$ cat src/rtl/reg_xfer_sequencer.sv
// Register-to-register transfer initiator: select, settle, load pulse, load release, select release.
// Optional REG_XFER_ERR_EN rejects self-transfers and out-of-range indices with a one-cycle err pulse.
module reg_xfer_sequencer #(
  parameter int SEL_SETTLE = 2,
  parameter int LD_WIDTH   = 2,
  parameter int HOLD       = 1,
  parameter int NREG       = 8
) (
  input  logic            clk,
  input  logic            reset,
  input  logic            req_valid,
  output logic            req_ready,
  input  logic [2:0]      req_src,
  input  logic [2:0]      req_dst,
  output logic [NREG-1:0] sel,
  output logic [NREG-1:0] ld,
  output logic            busy,
  output logic            done,
  output logic            err
);

  localparam int MAX_SL = (SEL_SETTLE > LD_WIDTH) ? SEL_SETTLE : LD_WIDTH;
  localparam int MAXP   = (MAX_SL > HOLD) ? MAX_SL : HOLD;
  localparam int CW     = $clog2(MAXP) + 1;

  typedef enum logic [2:0] {S_IDLE, S_SELECT, S_LOAD, S_HOLD, S_DONE} state_t;

  state_t          state, state_nx;
  logic [CW-1:0]   cnt, cnt_nx;
  logic [2:0]      src, src_nx, dst, dst_nx;
  logic            reject;
  logic            err_nx;
  logic [NREG-1:0] sel_nx, ld_nx;
  logic            busy_nx, done_nx, ready_nx;

`ifdef REG_XFER_ERR_EN
  assign reject = (req_src == req_dst) || (32'(req_src) >= NREG) || (32'(req_dst) >= NREG);
`else
  assign reject = 1'b0;
`endif

  always_ff @(posedge clk) begin
    if (reset) begin
      state     <= S_IDLE;
      cnt       <= '0;
      src       <= '0;
      dst       <= '0;
      sel       <= '0;
      ld        <= '0;
      busy      <= 1'b0;
      done      <= 1'b0;
      err       <= 1'b0;
      req_ready <= 1'b1;
    end else begin
      state     <= state_nx;
      cnt       <= cnt_nx;
      src       <= src_nx;
      dst       <= dst_nx;
      sel       <= sel_nx;
      ld        <= ld_nx;
      busy      <= busy_nx;
      done      <= done_nx;
      err       <= err_nx;
      req_ready <= ready_nx;
    end
  end

  always_comb begin
    state_nx = state;
    cnt_nx   = cnt;
    src_nx   = src;
    dst_nx   = dst;
    err_nx   = 1'b0;
    case (state)
      S_IDLE: begin
        if (req_valid) begin
          if (reject) begin
            err_nx = 1'b1;
          end else begin
            state_nx = S_SELECT;
            cnt_nx   = CW'(SEL_SETTLE - 1);
            src_nx   = req_src;
            dst_nx   = req_dst;
          end
        end
      end
      S_SELECT: begin
        if (cnt == '0) begin
          state_nx = S_LOAD;
          cnt_nx   = CW'(LD_WIDTH - 1);
        end else begin
          cnt_nx = cnt - 1'b1;
        end
      end
      S_LOAD: begin
        if (cnt == '0) begin
          state_nx = S_HOLD;
          cnt_nx   = CW'(HOLD - 1);
        end else begin
          cnt_nx = cnt - 1'b1;
        end
      end
      S_HOLD: begin
        if (cnt == '0) begin
          state_nx = S_DONE;
        end else begin
          cnt_nx = cnt - 1'b1;
        end
      end
      S_DONE:  state_nx = S_IDLE;
      default: state_nx = S_IDLE;
    endcase
  end

  // Outputs are decoded from the next state so every strobe leaves a flop in step with the state.
  always_comb begin
    sel_nx   = '0;
    ld_nx    = '0;
    busy_nx  = (state_nx != S_IDLE);
    done_nx  = (state_nx == S_DONE);
    ready_nx = (state_nx == S_IDLE);
    if (state_nx == S_SELECT || state_nx == S_LOAD || state_nx == S_HOLD) begin
      sel_nx = NREG'(1) << src_nx;
    end
    if (state_nx == S_LOAD) begin
      ld_nx = NREG'(1) << dst_nx;
    end
  end

endmodule

$ cat config.mk
export PLATFORM = sky130hd
export DESIGN_NAME = reg_xfer_sequencer
export DESIGN_NICKNAME = d
export VERILOG_FILES = /design/src/rtl/reg_xfer_sequencer.sv
export SDC_FILE = /design/constraint.sdc
export NUM_CORES = 1
export LEC_CHECK = 0
export CAP_MARGIN = 20
export CORE_MARGIN = 2
export CORE_UTILIZATION = 46
export CTS_BUF_LIST = sky130_fd_sc_hd__clkbuf_4 sky130_fd_sc_hd__clkbuf_8
export DETAILED_ROUTE_END_ITERATION = 10
export PLACE_DENSITY = 0.76
export SYNTH_ARGS = -nofsm -noshare
export SYNTH_HDL_FRONTEND = slang
export SYNTH_SLANG_ARGS = --single-unit
$ cat constraint.sdc
create_clock -name clk -period 4.3 [get_ports clk]
set_clock_uncertainty 0.15 [all_clocks]
set_input_delay 0.86 -clock clk [delete_from_list [all_inputs] [get_ports clk]]
set_output_delay 0.86 -clock clk [all_outputs]
set_load 0.03 [all_outputs]
Signal metal coverage by tile:
The die is cut into 11 by 11 equal tiles; dark blue is low, red is high, scaled to the fullest tile. Values are wire area over tile area, all layers added.
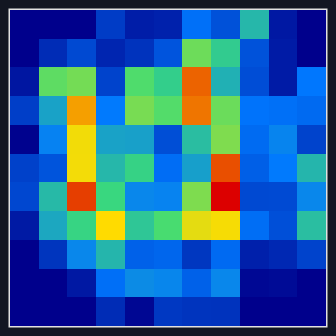
fullest tile: 0.44
tiles over half the peak: 17%
nearly empty tiles: 16%
mean over tiles: 0.12
densest ninth of the die: middle
emptiest ninth of the die: bottom right

Placement by cell class:
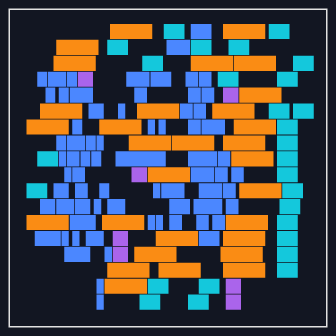
legend:
  orange:
    class: flip-flops
    cells: 30
    share_of_their_area: 42%
  blue:
    class: all other logic
    cells: 70
    share_of_their_area: 35%
  cyan:
    class: other buffers and delay cells
    cells: 27
    share_of_their_area: 19%
  purple:
    class: clock drivers and dummy loads
    cells: 7
    share_of_their_area: 3.7%
utilization after layout: 60.3%
cell area after layout: 1470 um2
flop share of the area: 40.9%
site row count: 18
core outline area: 2430 um2

Where the registers sit:
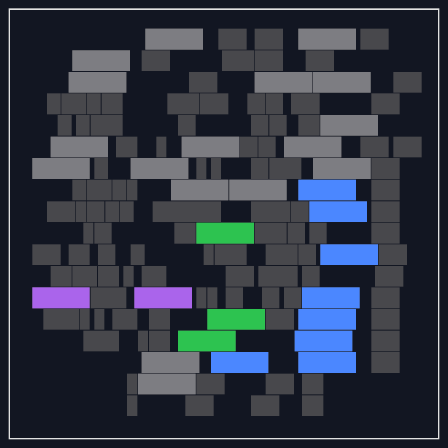
legend:
  blue:
    netlist_name: sel
    placed_flops: 8
  purple:
    netlist_name: cnt
    placed_flops: 2
  green:
    netlist_name: src
    placed_flops: 3

Clock nets:
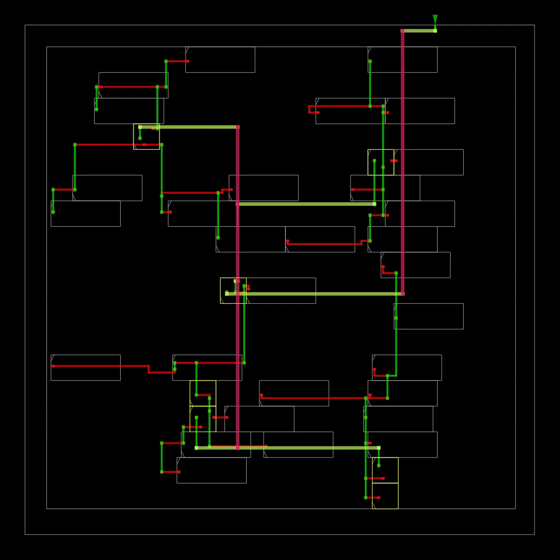
TritonCTS Sinks: 30
clk_buf instances: 7
clock group power: 0.000159 W
sequential cell count: 30

==> qor.log <==
qor: synth.post_synth_main_area_contributors sky130_fd_sc_hd__dfxtp_1, sky130_fd_sc_hd__nor4_1, sky130_fd_sc_hd__mux2_2, sky130_fd_sc_hd__mux2i_1, sky130_fd_sc_hd__ha_1
qor: worst_hold_path.worstHoldPathType reg -> reg
qor: grt.use_met2 26.2%
qor: timing.period_minus_slack 2.86 ns
qor: clocking.numCtsBuffers 5
qor: route.number_of_routed_nets_with_antenna_violations 0
qor: grt.globalRouteOverflowTotal 0
qor: synth.synth_cell_type_count 29
qor: floorplan.floorplan.die.width 54.0 um
qor: grt.antenna_found_initial 0
qor: clocking.clkLatencyLatePin 0.32 ns
qor: synth.synth_flop_count 30
qor: synth.synth_top_cell_by_count sky130_fd_sc_hd__dfxtp_1
qor: route.wl_met2 930 um
qor: critical_path.crit_required 4.36 ns
qor: route.wl_met1 955 um
qor: critical_path.critical_path.cell_chain clkdlybuf4s50_1 -> nor4b_4 -> mux2_2 -> nor4_1
qor: synth.synthCells 106
qor: synth.syn-cell-area 1150 um2
qor: synth.edf_count 0
qor: critical_path.worst-path-buf-inv 1
qor: critical_path.worstSetupStartpointType input port
qor: synth.common_cells sky130_fd_sc_hd__dfxtp_1, sky130_fd_sc_hd__nor4_1, sky130_fd_sc_hd__nor2_1, sky130_fd_sc_hd__mux2_2, sky130_fd_sc_hd__nor3_1
qor: clocking.clk_path_buf_depth 2
qor: grt.first_global_vias 753
qor: floorplan.ioPinCount 29
qor: synth.postSynthAreaPerCell 10.8 um2
qor: final_layout.layout_top_cell sky130_fd_sc_hd__dfxtp_1
qor: worst_hold_path.min-delay-start cnt[0]
qor: route.detail_route.iter0.violations 12
qor: clocking.post-cts-setup-buffers 0
qor: critical_path.path_delay_family simple AND/OR/NAND/NOR gates
qor: clocking.clockRootBuffer sky130_fd_sc_hd__clkbuf_4
qor: grt.grt_util_met3 8.33%
qor: critical_path.setup.worst_path.class in -> reg
qor: timing.rsz_0062_raised_after_global_routing no
qor: synth.synth_async_sr_flop_share 0%
qor: timing.max_slew.worst_pin.slew 0.906 ns
qor: synth.number_of_nets_at_floorplan 118
qor: placement.dp.final_hpwl 1510 um
qor: critical_path.worst_path_max_delay_cell sky130_fd_sc_hd__nor4b_4
qor: floorplan.floorplanUtilization 47.3%
qor: route.finalWirelength 2100 um
qor: timing.report.final.setup_viol 0
qor: pwr.swShare 33.5%
qor: clocking.cts_tree done
qor: critical_path.cp.arrival 2.93 ns
qor: final_layout.nets_final 146
qor: route.drc 0
qor: critical_path.critical_path.endpoint_type register
qor: synth.ys_chip_area 1150 um2
qor: pwr.power.ir.vdd_worst 0.274 mV
qor: final_layout.final_layout_size_suffix_gt1_share 12.7%
qor: run_status.outcome finished, final reports clean
qor: placement.numPlacedInstances 157
qor: critical_path.worst_r2r_path_depth 3
state kept, by name, summed over array words and instances (netlist names):
name       cells
cnt            2
ld             8
src            3
done           1
dst            3
req_ready      1
state          3
busy           1
sel            8
layout make-up:
class | count | area [um2]
repair buffers | 27 | 270
inverters | 5 | 18.8
flip-flops and latches | 30 | 601
multi-input cells | 65 | 488
clock buffers | 7 | 52.6
fillers | 219 | 965
well taps | 30 | 37.5
kinds of logic after synthesis:
family	after synthesis	share of synthesized area, %
AND-OR/OR-AND	8	4.90
XOR/XNOR	2	1.52
adder cells (fa/ha/maj)	3	3.26
buffers and inverters	11	5.33
flip-flops	30	52.2
multiplexers	13	12.7
other	1	0.326
AND/OR/NAND/NOR	38	19.7
Power and IR drop assume default switching activity.
